`src/rtl/ff_wavegen.sv`:
```
// ff_wavegen: NCH independent square/pulse generators with programmable high/low phase lengths.
// Define FF_WAVEGEN_PCNT_EN to add per-channel saturating completed-period counters on pcnt.
module ff_wavegen #(
    parameter int NCH      = 4,
    parameter int CNT_W    = 16,
    parameter int DEF_HIGH = 5,
    parameter int DEF_LOW  = 5
) (
    input  logic                                  clk,
    input  logic                                  rst,
    input  logic [NCH-1:0]                        en,
    input  logic [NCH-1:0]                        mode,
    input  logic                                  cfg_wr,
    input  logic [((NCH > 1) ? $clog2(NCH) : 1)-1:0] cfg_ch,
    input  logic [CNT_W-1:0]                      cfg_high,
    input  logic [CNT_W-1:0]                      cfg_low,
    output logic [NCH-1:0]                        opin,
    output logic [NCH-1:0]                        busy,
    output logic [NCH-1:0]                        done
`ifdef FF_WAVEGEN_PCNT_EN
    ,
    output logic [NCH*16-1:0]                     pcnt
`endif
);

    typedef enum logic [1:0] {
        IDLE = 2'd0,
        HIGH = 2'd1,
        LOW  = 2'd2
    } state_t;

    for (genvar i = 0; i < NCH; i++) begin : g_ch
        state_t           state_q, state_d;
        logic [CNT_W-1:0] cnt_q, cnt_d;
        logic [CNT_W-1:0] high_q, low_q, sh_high_q, sh_low_q;
        logic [CNT_W-1:0] high_last, low_last;
        logic             pend_q;
        logic             hold_q, hold_d;
        logic             load, done_d;
        logic             opin_q, busy_q, done_q;
        logic             wr_hit;

        // A programmed length of zero behaves as one cycle.
        assign high_last = (high_q == '0) ? '0 : high_q - CNT_W'(1);
        assign low_last  = (low_q == '0) ? '0 : low_q - CNT_W'(1);
        assign wr_hit    = cfg_wr && (int'(cfg_ch) == i);

        always_comb begin
            state_d = state_q;
            cnt_d   = cnt_q;
            load    = 1'b0;
            done_d  = 1'b0;
            hold_d  = hold_q;
            // hold blocks a finished one-shot from restarting until en drops
            if (!en[i]) begin
                hold_d = 1'b0;
            end
            case (state_q)
                IDLE: begin
                    if (en[i] && !hold_q) begin
                        state_d = HIGH;
                        cnt_d   = '0;
                        load    = 1'b1;
                    end
                end
                HIGH: begin
                    if (!en[i]) begin
                        state_d = IDLE;
                        cnt_d   = '0;
                    end else if (cnt_q == high_last) begin
                        state_d = LOW;
                        cnt_d   = '0;
                    end else begin
                        cnt_d = cnt_q + CNT_W'(1);
                    end
                end
                LOW: begin
                    if (!en[i]) begin
                        state_d = IDLE;
                        cnt_d   = '0;
                    end else if (cnt_q == low_last) begin
                        cnt_d = '0;
                        if (mode[i]) begin
                            state_d = IDLE;
                            done_d  = 1'b1;
                            hold_d  = 1'b1;
                        end else begin
                            state_d = HIGH;
                            load    = 1'b1;
                        end
                    end else begin
                        cnt_d = cnt_q + CNT_W'(1);
                    end
                end
                default: begin
                    state_d = IDLE;
                    cnt_d   = '0;
                end
            endcase
        end

        // A write landing on a boundary edge re-arms pending after the load clears it.
        always_ff @(posedge clk or negedge rst) begin
            if (!rst) begin
                state_q   <= IDLE;
                cnt_q     <= '0;
                high_q    <= CNT_W'(DEF_HIGH);
                low_q     <= CNT_W'(DEF_LOW);
                sh_high_q <= CNT_W'(DEF_HIGH);
                sh_low_q  <= CNT_W'(DEF_LOW);
                pend_q    <= 1'b0;
                hold_q    <= 1'b0;
                opin_q    <= 1'b0;
                busy_q    <= 1'b0;
                done_q    <= 1'b0;
            end else begin
                state_q <= state_d;
                cnt_q   <= cnt_d;
                hold_q  <= hold_d;
                opin_q  <= (state_d == HIGH);
                busy_q  <= (state_d != IDLE);
                done_q  <= done_d;
                if (load && pend_q) begin
                    high_q <= sh_high_q;
                    low_q  <= sh_low_q;
                    pend_q <= 1'b0;
                end
                if (wr_hit) begin
                    sh_high_q <= cfg_high;
                    sh_low_q  <= cfg_low;
                    pend_q    <= 1'b1;
                end
            end
        end

        assign opin[i] = opin_q;
        assign busy[i] = busy_q;
        assign done[i] = done_q;

`ifdef FF_WAVEGEN_PCNT_EN
        logic [15:0] pcnt_q;
        logic        period_end;
        logic        run_start;

        assign period_end = (state_q == LOW) && en[i] && (cnt_q == low_last);
        assign run_start  = (state_q == IDLE) && (state_d == HIGH);

        // Counts completed periods since the last start from IDLE, saturating.
        always_ff @(posedge clk or negedge rst) begin
            if (!rst) begin
                pcnt_q <= '0;
            end else if (run_start) begin
                pcnt_q <= '0;
            end else if (period_end && (pcnt_q != 16'hFFFF)) begin
                pcnt_q <= pcnt_q + 16'd1;
            end
        end

        assign pcnt[i*16 +: 16] = pcnt_q;
`endif
    end

endmodule

```
`config.mk`:
```
export PLATFORM = sky130hd
export DESIGN_NAME = ff_wavegen
export DESIGN_NICKNAME = d
export VERILOG_FILES = /design/src/rtl/ff_wavegen.sv
export SDC_FILE = /design/constraint.sdc
export NUM_CORES = 1
export LEC_CHECK = 0
export CORE_MARGIN = 1.5
export CORE_UTILIZATION = 65
export CTS_CLUSTER_SIZE = 14
export DETAILED_ROUTE_END_ITERATION = 7
export PLACE_DENSITY_LB_ADDON = 0.3
export REMOVE_ABC_BUFFERS = 1
export SLEW_MARGIN = 20
export SYNTH_ARGS = -nofsm -noshare
export SYNTH_HDL_FRONTEND = slang
export SYNTH_SLANG_ARGS = --single-unit
```
`constraint.sdc`:
```
create_clock -name clk -period 11.6 [get_ports clk]
set_input_delay 2.32 -clock clk [delete_from_list [all_inputs] [get_ports clk]]
set_output_delay 2.32 -clock clk [all_outputs]
set_load 0.01 [all_outputs]
```
Run 1, metal 1:
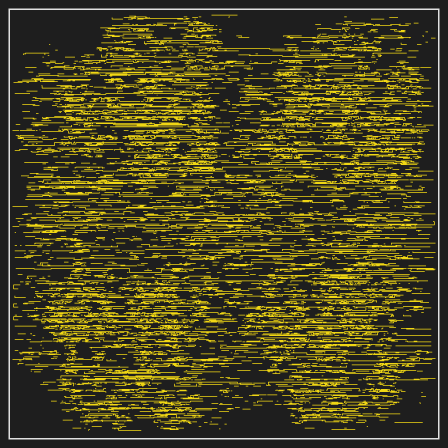
nets with wire on the layer = 2,022
share of all routed wire = 41%

Run 1, routing congestion:
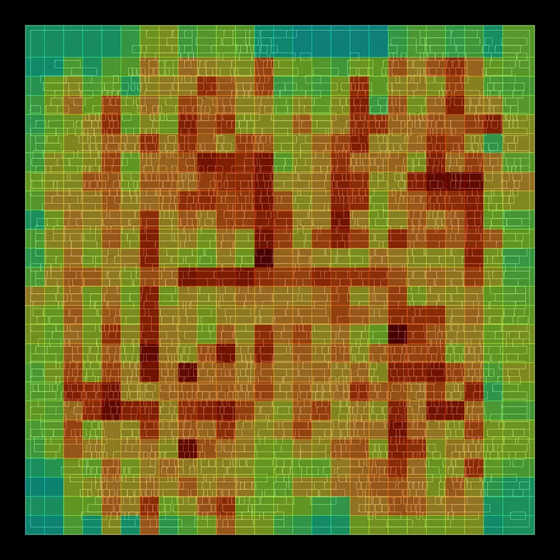
met2 Resource Use GR: 52.33%
Final Util: 71.72%

==> run notes, run 1 <==
Summed over all layers, the global routing overflow is 0. The maximum fanout along the worst path is 32, and the post-layout net count is 2,149. The number of enable flip-flop cells works out to 0. The worst hold path class was reg2reg. The tools report the row count as 66.

The tools report the pre-CTS worst setup slack as 6.496 ns. TritonCTS built the clock tree. The main area contributors are dfrtp_1, mux2_2, dfstp_2. The run gives 4 as the initial antenna violation count. The flow ran to the end, and the final reports show no timing, DRC or antenna violations.

The tools report the clock root buffer as clkbuf_16. The number of buffers on the longest clock path is 3, and the area growth from synthesis to final layout is 9.044%. The tools report the startpoint class of the critical path as a flop. With the fraction of synthesis flops using an asynchronous set or reset pin at 100.0%, the final tally of setup violations is 0.

The logs give a warning total of 39. For reference, the critical path is launched at g_ch[2].low_q[3]. The run gives 27.07% as the headroom to the max-slew limit. The end of the worst hold path was g_ch[0].low_q[9]. For this run, the number of Yosys warnings is 0. For reference, the top cells by count after synthesis are dfrtp_1, mux2_2, nand2_1, clkbuf_1, o21ai_0.

Post-synthesis cell count from yosys: 2,130. The synthesis stat section lists a flop and latch total of 348. In the synthesized netlist, the number of instances is 2,130. For this run the detailed placement stage logged an HPWL of 35.84 mm. Number of clock sinks: 348. The critical path in the final layout is reported with a setup slack of 6.611 ns.

Number of cell instances on the worst register-to-register path: 10. The run gives 230.2 mW/mm^2 for the ratio of total power to cell area. Most used flip-flop cell after synthesis: dfrtp_1. The number of inserted diodes was 0; the number of violations reported at the end of detailed-routing iteration 0 was 1,285. The slowest stage of the critical path belongs to the cell and3_2. Overall routing resource usage recorded by global route was 31.52%.

Of the available clock period, the critical path in the final layout requires 43.01%. With the global placer's final weighted congestion at 0.9554, the transition time at the pin with the least slew margin is 1.094 ns. The tools report the setup slack on the worst flop-to-flop path as 6.61 ns.

After detailed placement, the design holds a cell count of 2,477. Fraction of layout instances using a drive strength above 1: 16.44%. The overall via count from detail_route came out at 16,910. Static timing analysis puts the maximum clock frequency at 200.4 MHz. The top cell type by instance count after synthesis was dfrtp_1. The ratio of routed vias to standard cells came out at 6.641.

Cell depth of the worst min-delay path: 1. Among cell families on the critical path, the largest total delay comes from simple AND/OR/NAND/NOR gates.
Run 1, clock network drawn from the DEF:
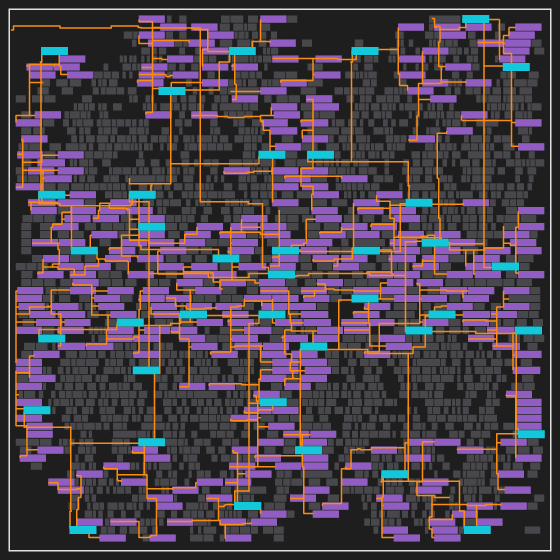
flip-flops -> purple  # count 348
clock wires -> orange  # length 4,400 um
cells driving clock nets -> cyan  # count 38
routed clock nets = 39
clock network fraction of total power: 25.2%
Post-Route Skew: 0.01101 ns
Insertion Delay late pin: 0.54 ns
clock distribution power: 1.35 mW

==> run 1: state kept, by name, summed over array words and instances (netlist names), 8 cells and up <==
name,cells
g_ch.cnt_q,64
g_ch.high_q,64
g_ch.low_q,64
g_ch.sh_high_q,64
g_ch.sh_low_q,64
g_ch.state_q,8
==> run 1: where the power goes <==
part / internal [mW] / switching (mW)
Combinational: 0.931 / 0.972
Clock: 0.843 / 0.506
Sequential: 1.58 / 0.510
Total: 3.36 / 1.99
==> run 1: per-layer routing <==
layer	global-route usage [%]	share of wire, %
met1	40.95	41
met2	52.33	48
met3	6.022	7.5
met4	11.97	3.3
met5	0	0
==> run 1: placed cells by master, fill, tap and decap left out, types with 16 or more instances in the layout <==
master	Yosys	routed
and2_1	17	17
xnor2_1	75	75
nor3_1	68	68
nor4_1	52	51
mux2_4	30	30
inv_1	67	67
nor3b_1	34	33
nand2b_1	26	26
ha_1	28	28
clkdlybuf4s50_1	0	55
a21o_1	37	37
nand4_1	36	36
or3_1	35	35
clkbuf_16	0	41
xor2_1	44	44
dfstp_2	32	32
nand2_1	127	127
and3_1	40	39
mux2_1	60	60
nand3_1	57	57
mux2_2	165	165
a21oi_1	66	66
nor2_1	91	91
mux2i_1	22	22
o21ai_0	100	100
o211ai_1	16	16
or4_1	35	35
dfrtp_1	316	316
==> run 1: cell type report <==
type                       instances  area (sq um)
timing repair buffer              73         716.9
sequential                       348          8748
inverter                          67         251.5
fill                            2281          9155
clock buffer                      50          1090
tap                              442         553.0
clock inverter                    19         310.3
multi-input combinational       1548         11550
==> run 1: kinds of logic after synthesis <==
group	after synthesis	synth area share, %
AND-OR/OR-AND	419	13.52
XOR/XNOR	123	5.319
buffers and inverters	234	4.819
adder cells (fa/ha/maj)	28	1.646
multiplexers	277	15.05
flip-flops	348	41.09
AND/OR/NAND/NOR	701	18.56
## Run 2: what changed since run 1
--- a/config.mk
+++ b/config.mk
@@ -6,7 +6,7 @@
 export NUM_CORES = 1
 export LEC_CHECK = 0
 export CORE_MARGIN = 1.5
-export CORE_UTILIZATION = 65
+export CORE_UTILIZATION = 63
 export CTS_CLUSTER_SIZE = 14
 export DETAILED_ROUTE_END_ITERATION = 7
 export PLACE_DENSITY_LB_ADDON = 0.3
==> constraint.sdc (replaced) <==
create_clock -name clk -period 5.2 [get_ports clk]
set_input_delay 1.04 -clock clk [delete_from_list [all_inputs] [get_ports clk]]
set_output_delay 1.04 -clock clk [all_outputs]
set_load 0.01 [all_outputs]
Run 2, clock network drawn from the DEF:
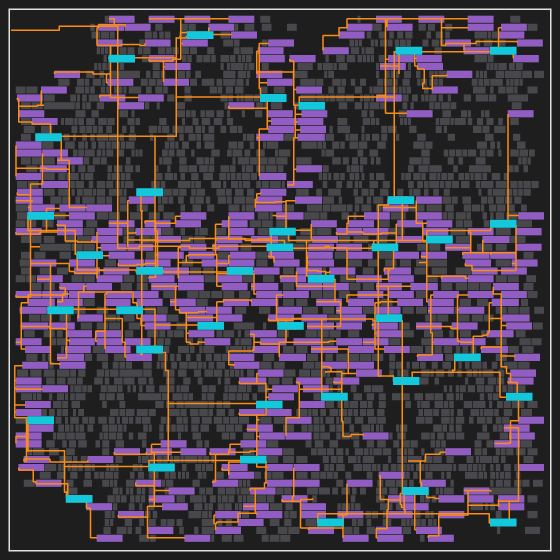
Post-Route Skew: 0.01738 ns
clock distribution power: 2.70 mW
clock network fraction of total power: 23.2%

==> run 2 against run 1 <==
Sequential share of layout area up 0.22 points; register-to-register slack worse by 6.0 ns; worst setup slack worse by 6.0 ns; combinational power up 120%; first-iteration DRC count down 0.39%; largest power group unchanged; highest routed layer is now met5.
==> run notes, run 2 <==
The number of enable flip-flop cells was 0 (unchanged); the final clock period utilization by the worst path was 88.87% (+46 points). On the critical path, the stage with the largest delay is an instance of nor4_1. The transition time at the pin with the least slew margin works out to 0.9715 ns (-0.1225 ns). The multiplexer area fraction after synthesis came out at 15.05% (unchanged). The logs give 7.228 mW (+120%) for the cell internal power dissipation and 40.1% (+0.9 points) for the portion of total power attributed to sequential cells. The tools report the setup slack on the worst flop-to-flop path as 0.58 ns (-6.03 ns). The logs give 0.7451 ns (-5.751 ns) for the pre-CTS worst setup slack and 2,130 (unchanged) for the count of mapped cells out of synthesis. Setup slack after layout: 0.5788 ns (-6.032 ns). The post-synthesis cell count from yosys was 2,130 (unchanged). For the initial antenna violation count, the log shows 3 (-1). The ratio of total power to cell area was 503.9 mW/mm^2 (+120%). By count the netlist is led by dfrtp_1, mux2_2, nand2_1, clkbuf_1, o21ai_0. TritonCTS built the clock tree.

The final tally of setup violations is 0 (unchanged). The most common logic cells in the final layout are dfrtp_1, mux2_2, nand2_1. The run gives 1,280 (-0.39%) for the number of violations reported at the end of detailed-routing iteration 0.

The run gives 37.86% (+0.68 points) for the share of total power consumed by net switching. The run gives 3 (unchanged) for the number of buffers on the longest clock path. The tools report the combinational cell fraction of total power as 36.7% (+1.1 points). The launch point of the critical path was reported as g_ch[1].high_q[7]. In the post-synthesis netlist, the cell with the most instances is dfrtp_1.

The post-synthesis compound-gate area fraction came out at 13.52% (unchanged). The adder-cell share of the synthesized area is 1.646% (unchanged), and the maximum fanout along the worst path is 19 (-41%). The tools report the post-layout net count as 2,155 (+0.28%).

The run gives 40 (+2.6%) for the tool warning count. The run gives 34.63% (+7.6 points) for the headroom to the max-slew limit. The tools report the source-to-sink clock delay at the later pin of the worst-skew pair as 0.54 ns (about the same). The startpoint class of the critical path is a flop. The most used flip-flop cell after synthesis is dfrtp_1.

The run gives 0 (unchanged) as the final global-route overflow total. Per the cell usage report, the commonest logic cell in the layout is dfrtp_1. The synthesis report lists the most area-consuming cells as dfrtp_1, mux2_2, dfstp_2.

With the ratio of routed vias to standard cells at 6.579 (-0.93%), the fraction of layout instances using a drive strength above 1 is 16.37% (-0.071 points). After synthesis, the largest family of logic cells by area is simple AND/OR/NAND/NOR gates. The overall via count from detail_route came out at 16,830 (-0.50%). Worst hold path class: reg2reg. The run finished with clean final reports. Fraction of synthesis flops using an asynchronous set or reset pin: 100.0% (unchanged).
Run 2, routing congestion:
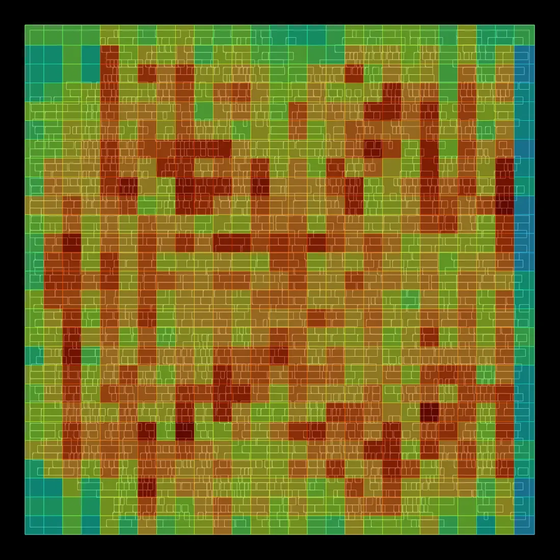
most heavily used metal layer in global routing: met2
per-cell routed wire length: 20.75 um

run 2: cell counts after synthesis:
No cell type changed its count.
run 2: through the flow:
step,hold WS [ns],util [%],instances,area (sq um)
after CTS,0.4721,69.15,2556,23070
after detailed placement,0.4576,65.50,2491,21850
after floorplan,0.4378,-,1963,20520
final,0.4683,69.19,2558,23080
after global placement,0.4526,65.50,2491,21850
after global routing,0.4823,69.17,2556,23080
run 2: power by group through the flow:
stage / clock, mW / combinational [mW] / sequential (mW)
after floorplan: 0 / 3.26 / 4.33
after global placement: 0 / 4.04 / 4.61
after detailed placement: 0 / 4.18 / 4.67
after CTS: 2.74 / 4.23 / 4.64
after global routing: 2.85 / 4.68 / 4.80
final: 2.70 / 4.27 / 4.67
run 2: final timing paths:
kind / cells past startpoint / to
setup / recovery: 10 / g_ch[1].cnt_q[4]
hold / removal: 2 / g_ch[1].pend_q
setup reg to reg: 10 / g_ch[1].cnt_q[4]
hold reg to reg: 2 / g_ch[1].pend_q
max in group asynchronous: 2 / g_ch[2].high_q[0]
min in group asynchronous: 1 / g_ch[3].busy_q
run 2: final cells by class:
type | count | area [sq um]
multi-input cells | 1548 | 11530
fillers | 2591 | 10280
flip-flops and latches | 348 | 8748
clock buffers | 50 | 1005
repair buffers | 80 | 770.7
well taps | 448 | 560.5
inverters | 67 | 251.5
clock inverters | 15 | 214.0
diodes | 2 | 5.005
run 2: metal layers:
layer,vias to the layer above,global-route usage [%],wire length (um)
met5,-,0,23
met4,4,10.73,1666
met3,114,5.647,3647
met2,589,50.65,25320
met1,8360,40.43,22420
li1,7762,-,-
run 2: critical path: cells and delay by family (launching register included):
| family | cells | cell delay (ns) |
|---|---|---|
| and+or+nand+nor | 5 | 2.53 |
| AOI/OAI and AO/OA | 5 | 1.45 |
| DFF | 1 | 0.49 |
## Run 3: what changed since run 2
--- a/config.mk
+++ b/config.mk
@@ -5,6 +5,7 @@
 export SDC_FILE = /design/constraint.sdc
 export NUM_CORES = 1
 export LEC_CHECK = 0
+export ABC_AREA = 0
 export CORE_MARGIN = 1.5
 export CORE_UTILIZATION = 63
 export CTS_CLUSTER_SIZE = 14
Run 3, clock network drawn from the DEF:
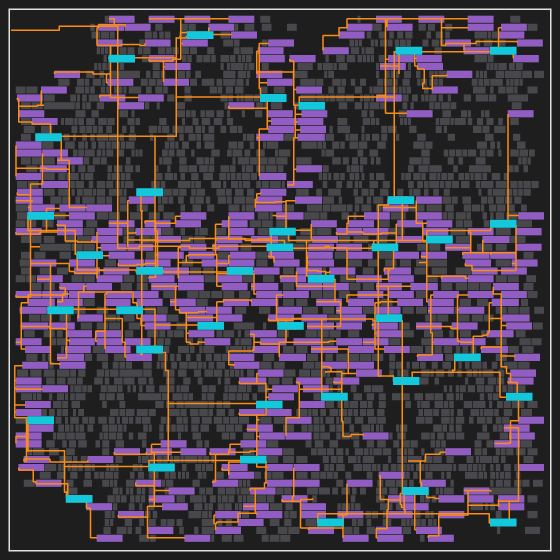
clock wires -> orange  # length 4,380 um
cells driving clock nets -> cyan  # count 37
flip-flops -> purple  # count 348
routed clock nets = 38
flops lie = widely spread

==> run 3 against run 2 <==
Fmax unchanged; critical endpoint unchanged; critical path depth unchanged; critical path type unchanged; die area unchanged; clock skew unchanged; combinational power about the same; non-clock buffer count unchanged; final area unchanged; sequential share of layout area unchanged; first-iteration DRC count unchanged; synthesized area unchanged; synthesized cell count unchanged; clock-buffer cell count unchanged.
==> run notes, run 3 <==
The flow ran to the end, and the final reports show no timing, DRC or antenna violations. The tools report the routing usage on met2 as 50.65% (unchanged). The post-synthesis cell count from yosys is 2,130 (unchanged), and the met2 wire length is 25.32 mm (unchanged).

The global routing stage identified its most utilized layer as met2. The top cell type by instance count after synthesis was dfrtp_1. For the total sequential power, the log shows 4.67 mW (about the same). With the final instance count without filler cells at 2,558 (unchanged), the total die area is 0.03491 sq mm. Looking at the group totals, the largest power group turns out to be registers. The power attributed to combinational cells is 4.27 mW (about the same). Among all stages on the critical path, the largest delay is contributed by nor4_1. The source-to-sink clock delay at the later pin of the worst-skew pair is 0.54 ns (about the same).

The number of setup buffers added after CTS is 0. The largest clock skew in the final design came out at 0.01738 ns (unchanged). For the number of violations reported at the end of detailed-routing iteration 0, the log shows 1,280 (unchanged). The run gives 100.0% (unchanged) for the fraction of synthesis flops using an asynchronous set or reset pin. The combinational cell fraction of total power was 36.7% (about the same); the placed cell count was 2,491 (unchanged). Sorting the synthesized cells by how often they occur yields dfrtp_1, mux2_2, nand2_1, clkbuf_1, o21ai_0. TritonCTS built the clock tree. The clock group share of total power was 23.2% (about the same). Once detailed placement completed, the half-perimeter wirelength came to 36.66 mm. The tools report the headroom to the max-slew limit as 34.63% (unchanged). The most common logic cells in the final layout are dfrtp_1, mux2_2, nand2_1. The share of total power consumed by net switching came out at 37.86% (unchanged). The run gives 7.228 mW (unchanged) as the cell internal power dissipation. After synthesis, the cell types taking the most area are dfrtp_1, mux2_2, dfstp_2. Counting only logic cells after layout, the most numerous master is dfrtp_1.

The number of detailed-routing iterations run before antenna repair is 6, and the final non-filler cell area is 0.02308 sq mm (unchanged). For the total cell area reported by yosys after synthesis, the log shows 0.02129 sq mm. The number of enable flip-flop cells is 0 (unchanged). The detailed router used layers up to and including met5.

Number of buffers on the longest clock path: 3 (unchanged). Checking hold timing, the worst path is listed with class reg2reg. With the transition time at the pin with the least slew margin at 0.9715 ns (unchanged), the maximum fanout along the worst path is 19 (unchanged). The number of different library cells used by synthesis comes to 89. The post-layout net count came out at 2,155 (unchanged). The run gives 40.1% (about the same) as the portion of total power attributed to sequential cells. The tools report the power consumed by the clock network as 2.70 mW (about the same). The count of mapped cells out of synthesis came out at 2,130 (unchanged). For the final global-route overflow total, the log shows 0 (unchanged).

With the average wire per standard cell at 20.75 um (unchanged), the fraction of layout instances using a drive strength above 1 is 16.37% (unchanged). With the share of the synthesized area in the top cell type at 37.14%, the final clock period utilization by the worst path is 88.87% (unchanged). The ratio of routed vias to standard cells was 6.579 (unchanged). The met3 track demand over resource in global routing is 5.647% (unchanged), and the post-route met1 wirelength is 22.42 mm (unchanged). Total global-route track usage over all layers is 30.57%. The run gives 503.9 mW/mm^2 (unchanged) for the ratio of total power to cell area. The instance area after placement is 0.02185 sq mm (unchanged), and the final tally of setup violations is 0 (unchanged).
Run 3, metal 1:
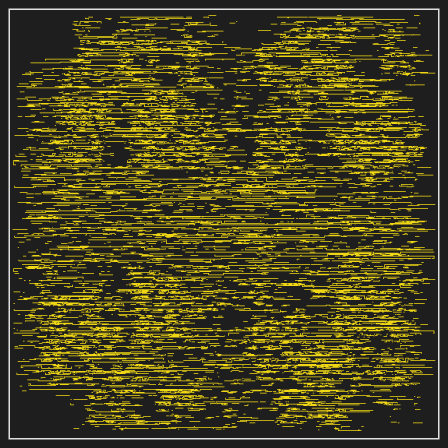
nets with wire on the layer = 2,014
wire length on this layer = 22.4 mm
Total Wirelength: 53.08 mm
met1 usage in global routing: 40.43%
total number of vias: 16,830

-- run 3: cell counts after synthesis --
No cell type changed its count.
-- run 3: worst paths after layout --
path / startpoint / to / slack, ns / cells after the start
setup / recovery: g_ch[1].high_q[7] / g_ch[1].cnt_q[4] / 0.58 / 10
hold / removal: g_ch[1].pend_q / g_ch[1].pend_q / 0.47 / 2
setup reg to reg: g_ch[1].high_q[7] / g_ch[1].cnt_q[4] / 0.58 / 10
hold reg to reg: g_ch[1].pend_q / g_ch[1].pend_q / 0.47 / 2
max in group asynchronous: rst / g_ch[2].high_q[0] / 3.56 / 2
min in group asynchronous: rst / g_ch[3].busy_q / 0.51 / 1
-- run 3: final cells by class --
| class | count | area [sq um] |
|---|---|---|
| clock inverters | 15 | 214.0 |
| well taps | 448 | 560.5 |
| multi-input cells | 1548 | 11530 |
| fillers | 2591 | 10280 |
| flip-flops and latches | 348 | 8748 |
| diodes | 2 | 5.005 |
| inverters | 67 | 251.5 |
| clock buffers | 50 | 1005 |
| repair buffers | 80 | 770.7 |
-- run 3: critical path, delay by kind of cell (launching register included) --
kind,cells,cell delay (ns)
simple gates,5,2.53
compound gates,5,1.45
flops,1,0.49
-- run 3: metrics by stage --
stage / worst slack, ns / util [%] / hold WS [ns]
2_1_floorplan: 0.3994 / - / 0.4378
3_3_place_gp: 0.9315 / 65.50 / 0.4526
3_5_place_dp: 0.7451 / 65.50 / 0.4576
4_1_cts: 0.6317 / 69.15 / 0.4721
5_1_grt: 0.3060 / 69.17 / 0.4823
6_report: 0.5788 / 69.19 / 0.4683
-- run 3: cell families after synthesis --
logic type | count (synthesis) | synth area share (%)
compound gates | 419 | 13.52
xor+xnor | 123 | 5.319
fa+ha+maj | 28 | 1.646
buf+inv | 234 | 4.819
flops | 348 | 41.09
mux | 277 | 15.05
simple gates | 701 | 18.56

==> notes/layouts.md <==
Pictures saved along the way, in no particular order.

Placed cells, one colour a class.
Fill, decap, tap and diode cells in grey.
image #1
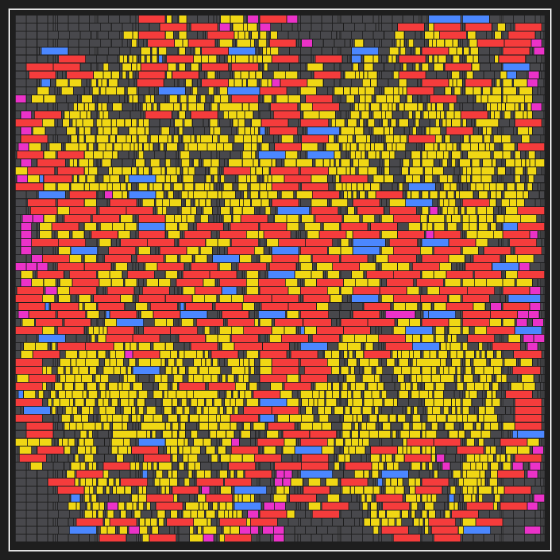
image #2
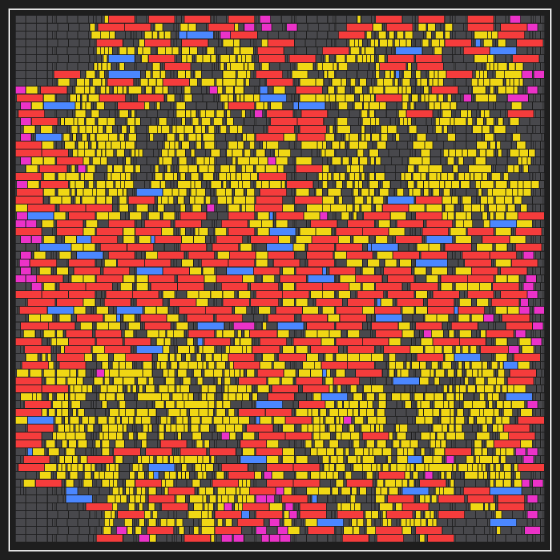
| from | picture |
|---|---|
| run 2 | image #2 |
| run 1 | image #1 |

Key to image #2:
clock drivers and dummy loads -> blue  # cells 65
other buffers and delay cells -> magenta  # cells 80
all other logic -> yellow  # cells 1,615
flip-flops -> red  # cells 348

Power and IR drop assume default switching activity.
